## src/rtl/fetch_sequencer_if.sv

```systemverilog
// Fetch sequencer bus bundle: instruction-memory request/response, execute redirect and decode hand-off.
// The master side is the sequencer; the slave side is the surrounding pipeline and memory.
interface fetch_sequencer_if;
    logic        imem_req_valid;
    logic        imem_req_ready;
    logic [31:0] imem_addr;
    logic        imem_resp_valid;
    logic [31:0] imem_resp_data;
    logic        redirect_valid;
    logic [31:0] redirect_target;
    logic        if_valid;
    logic        if_ready;
    logic [31:0] if_pc;
    logic [31:0] if_instr;
    logic        misalign_fault;

    modport master (
        output imem_req_valid, imem_addr, if_valid, if_pc, if_instr, misalign_fault,
        input  imem_req_ready, imem_resp_valid, imem_resp_data, redirect_valid, redirect_target, if_ready
    );

    modport slave (
        input  imem_req_valid, imem_addr, if_valid, if_pc, if_instr, misalign_fault,
        output imem_req_ready, imem_resp_valid, imem_resp_data, redirect_valid, redirect_target, if_ready
    );
endinterface

```

## src/rtl/fetch_sequencer.sv

```systemverilog
// Purpose: owns the PC, issues one imem fetch at a time and hands the instruction to decode (FETCH_MISALIGN_TRAP_EN adds a misaligned-redirect trap).
// Latency: request -> decode presentation >= 2 cycles; at most one instruction every 3 cycles.
// Backpressure: imem_req_ready stalls FETCH with address held; if_ready stalls HOLD; redirects override both.
module fetch_sequencer #(
    parameter logic [31:0] RESET_PC = 32'h0000_0000
) (
    input  logic               clk,
    input  logic               reset,
    fetch_sequencer_if.master  bus
);

    typedef enum logic [2:0] {
        S_FETCH = 3'd0,
        S_WAIT  = 3'd1,
        S_HOLD  = 3'd2,
        S_DRAIN = 3'd3
`ifdef FETCH_MISALIGN_TRAP_EN
        , S_FAULT = 3'd4
`endif
    } state_t;

    state_t      state, state_nxt;
    logic [31:0] pc, pc_nxt;
    logic [31:0] req_pc;
    logic [31:0] if_pc_q, if_instr_q;
    logic        req_fire;
    logic        capture;
    logic        take_req_pc;
    logic [31:0] redir_pc;
    logic        redir_load;

`ifdef FETCH_MISALIGN_TRAP_EN
    logic redir_bad;
    assign redir_bad  = bus.redirect_valid && (bus.redirect_target[1:0] != 2'b00);
    assign redir_pc   = bus.redirect_target;
    assign redir_load = bus.redirect_valid && !redir_bad;
`else
    assign redir_pc   = bus.redirect_target & ~32'd3;
    assign redir_load = bus.redirect_valid;
`endif

    assign bus.imem_req_valid = !reset && (state == S_FETCH);
    assign bus.imem_addr      = pc;
    assign req_fire           = bus.imem_req_valid && bus.imem_req_ready;
    // A redirect suppresses the decode handshake in the same cycle.
    assign bus.if_valid       = !reset && (state == S_HOLD) && !bus.redirect_valid;
    assign bus.if_pc          = if_pc_q;
    assign bus.if_instr       = if_instr_q;

`ifdef FETCH_MISALIGN_TRAP_EN
    assign bus.misalign_fault = (state == S_FAULT);
`else
    assign bus.misalign_fault = 1'b0;
`endif

    always_comb begin
        state_nxt   = state;
        pc_nxt      = pc;
        capture     = 1'b0;
        take_req_pc = 1'b0;
        case (state)
            S_FETCH: begin
                if (bus.redirect_valid) begin
                    state_nxt = req_fire ? S_DRAIN : S_FETCH;
                end else if (req_fire) begin
                    state_nxt   = S_WAIT;
                    pc_nxt      = pc + 32'd4;
                    take_req_pc = 1'b1;
                end
            end
            S_WAIT: begin
                if (bus.redirect_valid) begin
                    state_nxt = bus.imem_resp_valid ? S_FETCH : S_DRAIN;
                end else if (bus.imem_resp_valid) begin
                    state_nxt = S_HOLD;
                    capture   = 1'b1;
                end
            end
            S_HOLD: begin
                if (bus.redirect_valid || bus.if_ready) begin
                    state_nxt = S_FETCH;
                end
            end
            S_DRAIN: begin
                if (!bus.redirect_valid && bus.imem_resp_valid) begin
                    state_nxt = S_FETCH;
                end
            end
`ifdef FETCH_MISALIGN_TRAP_EN
            S_FAULT: state_nxt = S_FAULT;
`endif
            default: state_nxt = S_FETCH;
        endcase

        if (redir_load) begin
            pc_nxt = redir_pc;
        end
`ifdef FETCH_MISALIGN_TRAP_EN
        // Trap wins over everything; any outstanding response is ignored in FAULT.
        if (redir_bad) begin
            state_nxt = S_FAULT;
        end
`endif
    end

    always_ff @(posedge clk) begin
        if (reset) begin
            state      <= S_FETCH;
            pc         <= RESET_PC;
            req_pc     <= 32'd0;
            if_pc_q    <= 32'd0;
            if_instr_q <= 32'd0;
        end else begin
            state <= state_nxt;
            pc    <= pc_nxt;
            if (take_req_pc) begin
                req_pc <= pc;
            end
            if (capture) begin
                if_pc_q    <= req_pc;
                if_instr_q <= bus.imem_resp_data;
            end
        end
    end

endmodule

```

## src/flat_wrapper.sv

```systemverilog
// flat-port wrapper written by rule: the top's interface ports become plain ports
module fetch_sequencer_flat 
#(
    parameter logic [31:0] RESET_PC = 32'h0000_0000
)
  (clk, reset, bus_imem_req_valid, bus_imem_addr, bus_if_valid, bus_if_pc, bus_if_instr, bus_misalign_fault, bus_imem_req_ready, bus_imem_resp_valid, bus_imem_resp_data, bus_redirect_valid, bus_redirect_target, bus_if_ready);
  fetch_sequencer_if bus_i ();
  input  logic clk;
  input  logic reset;
  output wire logic [$bits(bus_i.imem_req_valid)-1:0] bus_imem_req_valid;
  output wire logic [$bits(bus_i.imem_addr)-1:0] bus_imem_addr;
  output wire logic [$bits(bus_i.if_valid)-1:0] bus_if_valid;
  output wire logic [$bits(bus_i.if_pc)-1:0] bus_if_pc;
  output wire logic [$bits(bus_i.if_instr)-1:0] bus_if_instr;
  output wire logic [$bits(bus_i.misalign_fault)-1:0] bus_misalign_fault;
  input wire logic [$bits(bus_i.imem_req_ready)-1:0] bus_imem_req_ready;
  input wire logic [$bits(bus_i.imem_resp_valid)-1:0] bus_imem_resp_valid;
  input wire logic [$bits(bus_i.imem_resp_data)-1:0] bus_imem_resp_data;
  input wire logic [$bits(bus_i.redirect_valid)-1:0] bus_redirect_valid;
  input wire logic [$bits(bus_i.redirect_target)-1:0] bus_redirect_target;
  input wire logic [$bits(bus_i.if_ready)-1:0] bus_if_ready;
  assign bus_imem_req_valid = bus_i.imem_req_valid;
  assign bus_imem_addr = bus_i.imem_addr;
  assign bus_if_valid = bus_i.if_valid;
  assign bus_if_pc = bus_i.if_pc;
  assign bus_if_instr = bus_i.if_instr;
  assign bus_misalign_fault = bus_i.misalign_fault;
  assign bus_i.imem_req_ready = bus_imem_req_ready;
  assign bus_i.imem_resp_valid = bus_imem_resp_valid;
  assign bus_i.imem_resp_data = bus_imem_resp_data;
  assign bus_i.redirect_valid = bus_redirect_valid;
  assign bus_i.redirect_target = bus_redirect_target;
  assign bus_i.if_ready = bus_if_ready;
  fetch_sequencer #(.RESET_PC(RESET_PC)) u_core (.clk(clk), .reset(reset), .bus(bus_i));
endmodule
```

## config.mk

```make
export PLATFORM = sky130hd
export DESIGN_NAME = fetch_sequencer_flat
export DESIGN_NICKNAME = d
export VERILOG_FILES = /design/src/rtl/fetch_sequencer_if.sv /design/src/rtl/fetch_sequencer.sv /design/src/flat_wrapper.sv
export SDC_FILE = /design/constraint.sdc
export NUM_CORES = 1
export LEC_CHECK = 0
export ABC_AREA = 1
export CAP_MARGIN = 20
export CORE_UTILIZATION = 35
export DETAILED_ROUTE_END_ITERATION = 12
export PLACE_DENSITY = 0.67
export SYNTH_ARGS = -nofsm -noshare
export SYNTH_HDL_FRONTEND = slang
export SYNTH_SLANG_ARGS = --single-unit
```

## constraint.sdc

```tcl
create_clock -name clk -period 1.6 [get_ports clk]
set_input_delay 0.32 -clock clk [delete_from_list [all_inputs] [get_ports clk]]
set_output_delay 0.32 -clock clk [all_outputs]
set_load 0.02 [all_outputs]
```

layer_met2.png
Cells faint in the background.
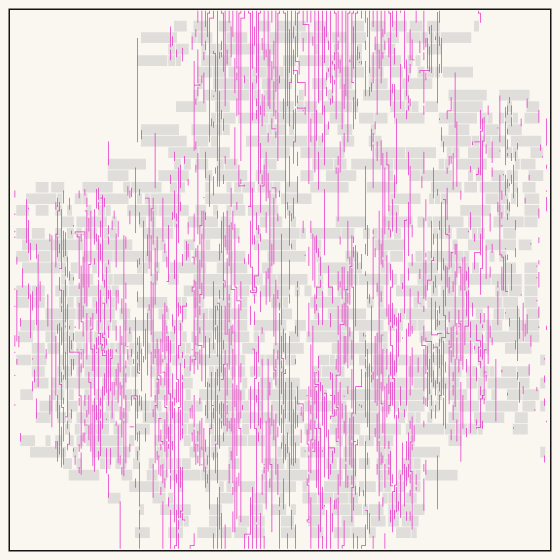
853 nets have wire on it. The longest straight run is 53.7 um. The wires run mostly vertical.

layer_met4.png
Bar = 50 um. Supply wires on this layer in grey.
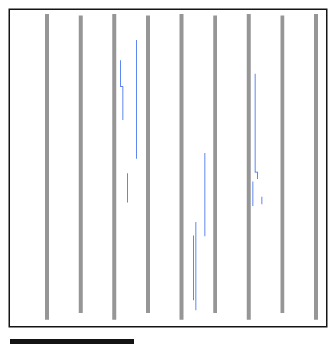
The wires run mostly vertical. 6 nets have wire on it. The layer holds 1.4% of the routed length. The layer carries 234 um of wire.

layer_met3.png
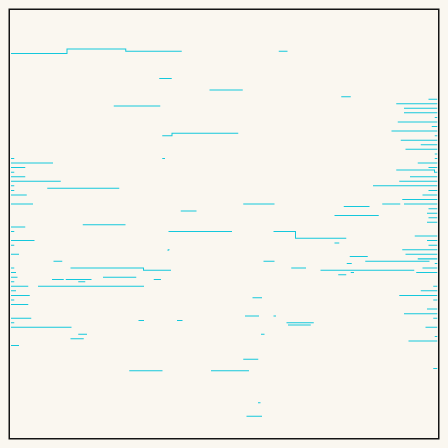
The wires run mostly horizontal. 107 nets have wire on it.

congestion.png
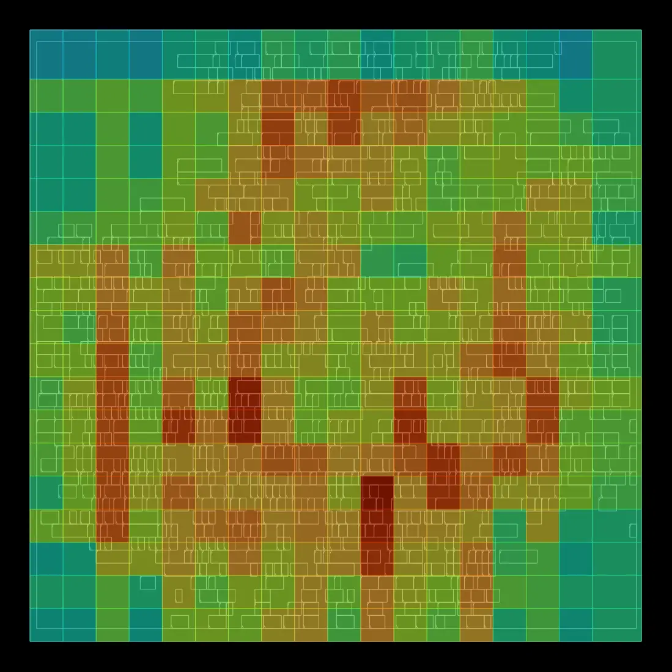
Top Usage Layer GRT: met2
grt met3 use: 0.0444
Global Route Usage Sum: 0.208
GR Util met2: 0.355

==> Changelog: implementation <==
## Implementation

- Starting DRT DRC Count: between 300 and 400
- Number of flip-flops under the largest register name: 32
- Clock buffer count: 24
- Synth Area per Inst: roughly 7.1 um2
- Power consumption: between 9 and 10 mW
- Pre-CTS setup slack: -0.412 ns
- Vias per cell: roughly 4.7
- Die height: 128 um
- Non-clk bufs: between 200 and 250
- Routed Antenna Nets: 0
- M1 GR Usage: 0.262
- Nets: around 1100
- Post-cts gate resize count: ~110
- Setup Fix Bufs, Post-CTS: 0
- Outcome: finished, final reports clean
- Clk pwr share: 0.451
- Mux share: 0.00181
- Drc violations: 0
- Vias: 5694
- CP arrival: approximately 1.9 ns
- Sw Pwr: ~2.3 mW
- Seq cells post-synth: roughly 120
- Tool Warnings: 29
- Leak: slightly above 4 nW
- Max Cap Viol: 0
- Setup TNS: 0 ns
- Initial antenna violation count: 0
- CTS tree: built
- Final hold slack: around 0.46 ns
- H-tree levels: 4
- Seq. pwr: 3.46 mW
- Synth area leader: dfxtp_1
- Largest cell class: logic gates
- IO Port Bufs: 161
- Hold Startpoint: u_core.req_pc[20]$_SDFFE_PP0P_
- Reg clk slew, reported paths: around 0.050 ns
- Signal buf overhead: 0.250
- Worst Hold End: u_core.bus.if_pc[20]$_SDFFE_PP0P_
- Top-area cell share: 0.450
- Adders+Majority by Area: 0.00227
- Worst EP required: 1.95 ns
- Int Pwr: roughly 6.7 mW
- Worst Setup End Kind: register
- RSZ-0062 raised after global routing: yes
- Worst-skew pair later-pin latency: 0.41 ns
- Final worst path period need: 1.57 ns
- Power in the clock group: 4.09 mW
Power is estimated from default activity; no workload was simulated.
